$ cat src/rtl/float_mult_8bit_pipe.sv
// Three-stage pipelined multiplier for 8-bit 1-4-3 floats (sign, 4-bit exponent,
// 3-bit fraction). Denormal operands flush to zero, rounding is nearest-even,
// out-of-range results saturate. A valid/ready handshake on both sides, with
// per-stage load enables, lets bubbles collapse under backpressure.
module float_mult_8bit_pipe #(
    parameter int BIAS = 7
) (
    input  logic       clk,
    input  logic       rst,
    input  logic       in_valid,
    output logic       in_ready,
    input  logic [7:0] opa,
    input  logic [7:0] opb,
    output logic       out_valid,
    input  logic       out_ready,
    output logic [7:0] prod,
    output logic       overflow,
    output logic       underflow
);

    localparam logic signed [5:0] BIAS_S = 6'(BIAS);

    // Normalize the raw mantissa product and round to nearest-even.
    // Returns {exponent[6:0] (signed), mantissa fraction[2:0]}.
    function automatic logic [9:0] norm_round(input logic [7:0] p,
                                              input logic signed [5:0] e);
        logic [2:0]        m;
        logic              g;
        logic              s;
        logic signed [6:0] ex;
        ex = {e[5], e};
        if (p[7]) begin
            m  = p[6:4];
            g  = p[3];
            s  = |p[2:0];
            ex = ex + 7'sd1;
        end else begin
            m  = p[5:3];
            g  = p[2];
            s  = |p[1:0];
        end
        if (g && (s || m[0])) begin
            if (m == 3'b111) begin
                ex = ex + 7'sd1;
            end
            m = m + 3'd1;
        end
        return {ex, m};
    endfunction

    // Apply zero override and saturation. Returns {overflow, underflow, prod[7:0]}.
    function automatic logic [9:0] saturate(input logic sign, input logic zero,
                                            input logic signed [6:0] ex,
                                            input logic [2:0] m);
        if (zero) begin
            return {2'b00, sign, 7'h00};
        end
        if (ex >= 7'sd15) begin
            return {2'b10, sign, 7'h7F};
        end
        if (ex <= 7'sd0) begin
            return {2'b01, sign, 7'h00};
        end
        return {2'b00, sign, ex[3:0], m};
    endfunction

    logic              vld_p0, vld_p1, vld_p2;
    logic              ld_p0, ld_p1, ld_p2;
    logic [7:0]        a_p0, b_p0;
    logic              sign_p1, zero_p1;
    logic [7:0]        mant_p1;
    logic signed [5:0] exp_p1;

    // A stage may load when empty or when its successor is loading.
    assign ld_p2     = !vld_p2 || out_ready;
    assign ld_p1     = !vld_p1 || ld_p2;
    assign ld_p0     = !vld_p0 || ld_p1;
    assign in_ready  = ld_p0 && !rst;
    assign out_valid = vld_p2;

    // S1 -> S2 combinational: sign, mantissa product, biased exponent sum
    logic [3:0]        ma, mb;
    logic [7:0]        mant_prod;
    logic signed [5:0] ea_s, eb_s, exp_sum;
    logic              a_zero, b_zero;

    assign a_zero    = (a_p0[6:3] == 4'd0);
    assign b_zero    = (b_p0[6:3] == 4'd0);
    assign ma        = a_zero ? 4'd0 : {1'b1, a_p0[2:0]};
    assign mb        = b_zero ? 4'd0 : {1'b1, b_p0[2:0]};
    assign mant_prod = {4'd0, ma} * {4'd0, mb};
    assign ea_s      = $signed({2'b00, a_p0[6:3]});
    assign eb_s      = $signed({2'b00, b_p0[6:3]});
    assign exp_sum   = ea_s + eb_s - BIAS_S;

    // S2 -> S3 combinational: normalize, round, saturate
    logic [9:0] nr;
    logic [9:0] res;

    assign nr  = norm_round(mant_p1, exp_p1);
    assign res = saturate(sign_p1, zero_p1, $signed(nr[9:3]), nr[2:0]);

    // Stage S1 (p0) valid: take in_valid whenever the stage loads
    always_ff @(posedge clk) begin
        if (rst) begin
            vld_p0 <= 1'b0;
        end else if (ld_p0) begin
            vld_p0 <= in_valid;
        end
    end

    // Stage S1 (p0) data: capture operands on an accepted transfer
    always_ff @(posedge clk) begin
        if (in_ready && in_valid) begin
            a_p0 <= opa;
            b_p0 <= opb;
        end
    end

    // Stage S2 (p1) valid: advance from S1
    always_ff @(posedge clk) begin
        if (rst) begin
            vld_p1 <= 1'b0;
        end else if (ld_p1) begin
            vld_p1 <= vld_p0;
        end
    end

    // Stage S2 (p1) data: sign, mantissa product, exponent sum, zero flag
    always_ff @(posedge clk) begin
        if (ld_p1 && vld_p0) begin
            sign_p1 <= a_p0[7] ^ b_p0[7];
            zero_p1 <= a_zero || b_zero;
            mant_p1 <= mant_prod;
            exp_p1  <= exp_sum;
        end
    end

    // Stage S3 (p2): registered outputs, held while the consumer stalls
    always_ff @(posedge clk) begin
        if (rst) begin
            vld_p2    <= 1'b0;
            prod      <= 8'h00;
            overflow  <= 1'b0;
            underflow <= 1'b0;
        end else if (ld_p2) begin
            vld_p2 <= vld_p1;
            if (vld_p1) begin
                overflow  <= res[9];
                underflow <= res[8];
                prod      <= res[7:0];
            end
        end
    end

endmodule

$ cat config.mk
export PLATFORM = sky130hd
export DESIGN_NAME = float_mult_8bit_pipe
export DESIGN_NICKNAME = d
export VERILOG_FILES = /design/src/rtl/float_mult_8bit_pipe.sv
export SDC_FILE = /design/constraint.sdc
export NUM_CORES = 1
export LEC_CHECK = 0
export CORE_ASPECT_RATIO = 1.5
export CORE_MARGIN = 4
export CORE_UTILIZATION = 40
export DETAILED_ROUTE_END_ITERATION = 12
export PLACE_DENSITY = 0.61
export SETUP_SLACK_MARGIN = 0.3
export SKIP_CTS_REPAIR_TIMING = 1
export SLEW_MARGIN = 30
export SYNTH_ARGS = -nofsm -noshare
export SYNTH_HDL_FRONTEND = slang
export SYNTH_SLANG_ARGS = --single-unit
export TNS_END_PERCENT = 1
$ cat constraint.sdc
create_clock -name clk -period 5.1 [get_ports clk]
set_input_delay 0.51 -clock clk [delete_from_list [all_inputs] [get_ports clk]]
set_output_delay 0.51 -clock clk [all_outputs]
set_load 0.005 [all_outputs]
### Signal wires on met1

Supply wires on this layer in gray.
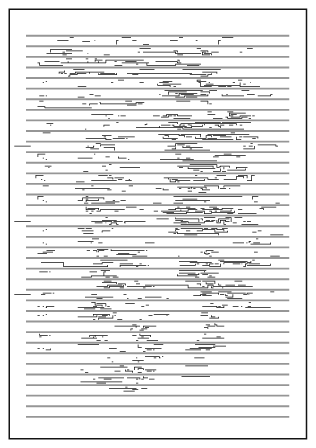
main direction: horizontal
wire length on this layer: 1750 µm
nets with wire on the layer: 302

==> results_tabular.tex <==
% Auto-generated results table
\begin{tabular}{lr}
\hline
Metric & Value \\
\hline
\multicolumn{2}{l}{\textbf{GRT}} \\
\quad Number of global-route vias before repair & between 1500 and 2000 \\
\quad Maximum number of pins on one net before global-route repair & 23 \\
\quad Total global-route track usage & between 10\% and 20\% \\
\multicolumn{2}{l}{\textbf{Worst setup path}} \\
\quad Buffering stage count on the worst path with inverters included & 1 \\
\quad Crit path capture type & register \\
\quad Worst Setup Start Kind & register \\
\quad CP peak stage delay & approximately 0.54 ns \\
\quad Cell family with the largest share of critical-path delay & adder cells \\
\quad Reg-to-reg endpoint & mant\_p1[7] \\
\quad Data arrival time at the worst-slack endpoint & 3.66 ns \\
\quad R2R Setup Slk & between 1 and 1.5 ns \\
\quad Critical Path Slowest Stage Cell & fa\_1 \\
\multicolumn{2}{l}{\textbf{Placed design}} \\
\quad Count of input and output buffers & 31 \\
\quad Routability congestion estimate from global placement & roughly 0.81 \\
\quad Pre-CTS setup slack & 1.47 ns \\
\multicolumn{2}{l}{\textbf{Timing}} \\
\quad Fin. Hold Viols & 0 \\
\quad Actual slew at the worst max-slew pin & 0.732 ns \\
\quad Worst Clk Skew & 0.0123 ns \\
\quad Total setup violations reported at the end of the flow & 0 \\
\quad Hold Slack & about 0.45 ns \\
\quad Crit share post-route & 70.8\% \\
\quad Rel. slew slack & about half \\
\multicolumn{2}{l}{\textbf{Yosys}} \\
\quad Yosys warning tally & 0 \\
\quad Share of synthesized registers carrying an async set or reset & 0\% \\
\quad Mean post-synth cell area & about 11 µm² \\
\quad Largest cells by area after synthesis & edfxtp\_1 35\%, ha\_1 10\%, dfxtp\_1 9.4\%, fa\_1 3.6\%, inv\_1 2.8\% \\
\quad Yosys stat cell total & roughly 260 \\
\quad Top FF cell, synth & edfxtp\_1 \\
\quad Post-synthesis instance area & $\sim$2800 µm² \\
\quad Number of synthesized flops with an enable pin & 32 \\
\quad Leading area contributor after synthesis & edfxtp\_1 \\
\quad Most frequently used cell type in the post-synthesis netlist & edfxtp\_1 \\
\quad Summed standard-cell area reported by yosys & 2770 µm² \\
\multicolumn{2}{l}{\textbf{Clocking}} \\
\quad Worst-skew pair later-pin latency & between 0.2 and 0.3 ns \\
\quad TritonCTS clock tree & built \\
\quad Clock root buffer master & clkbuf\_8 \\
\quad Clock buffer depth & 2 \\
\quad Number of levels in the clock H-tree & 2 \\
\multicolumn{2}{l}{\textbf{Pwr}} \\
\quad Static Leak & between 0.001 and 0.0015 µW \\
\quad Switching power total & between 200 and 300 µW \\
\quad Worst VDD drop & $\sim$0.16 mV \\
\quad Logic gate share of total power & 22.2\% \\
\quad Switching Fraction & between 20\% and 30\% \\
\multicolumn{2}{l}{\textbf{Routing}} \\
\quad DRC violations left & 0 \\
\quad Antenna violation net count after detailed routing & 0 \\
\multicolumn{2}{l}{\textbf{Finish}} \\
\quad Filler instances & about 600 \\
\quad Diodes inserted & 0 \\
\quad ClkCell Share & under 10\% \\
\quad Most area-hungry cell class in the final design & logic gates \\
\quad Layout area overhead & 17.6\% \\
\quad Post-Route Utilization & between 40 and 50\% \\
\quad Layout Cell Area excl Fill & between 3000 and 4000 µm² \\
\quad Fraction of area in registers & $\sim$37\% \\
\multicolumn{2}{l}{\textbf{Die}} \\
\quad I/O pin total & 32 \\
\quad Number of well-tap cells placed & roughly 76 \\
\quad FP Util & 41.9\% \\
\quad Standard-cell rows & 36 \\
\quad Chip height & 110 µm \\
\multicolumn{2}{l}{\textbf{Worst hold path}} \\
\quad Launch point of the worst hold path & prod[4] \\
\quad Hold Path Cell Cnt & 1 \\
\multicolumn{2}{l}{\textbf{Run status}} \\
\quad Outcome & finished, final reports clean \\
\hline
\end{tabular}
### The metal 2 layer

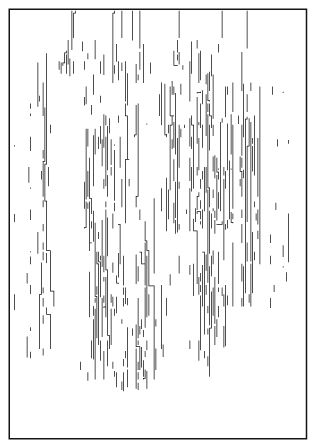
wire length on this layer: 2480 µm
nets with wire on the layer: 290
total vias in the final route: 1912
met2 track demand over resource: 22.9%
Total Routed Length: 4450 µm

-- cells by family after synthesis --
group,share of synthesized area (%)
and+or+nand+nor,13.4
AOI/OAI and AO/OA,16.1
DFF,44.0
buffers and inverters,5.10
adders and majority gates,14.0
xor gates and xnor gates,5.05
muxes,2.30
-- power by group through the flow --
| stage | Clock [µW] | Sequential [µW] | Combinational [µW] |
|---|---|---|---|
| after floorplan | 0 | 451 | 179 |
| after global placement | 0 | 464 | 218 |
| after detailed placement | 0 | 464 | 222 |
| after CTS | 324 | 456 | 224 |
| after global routing | 340 | 461 | 256 |
| final | 314 | 456 | 220 |
-- metal layers --
layer	track usage [%]	up-vias	part of all wire, %
met1	11.6	892	39
met3	2.05	5	3.5
met2	22.9	31	56
met4	4.45	0	1.4
li1	-	984	-
met5	0	-	0
Power is estimated from default activity; no workload was simulated.
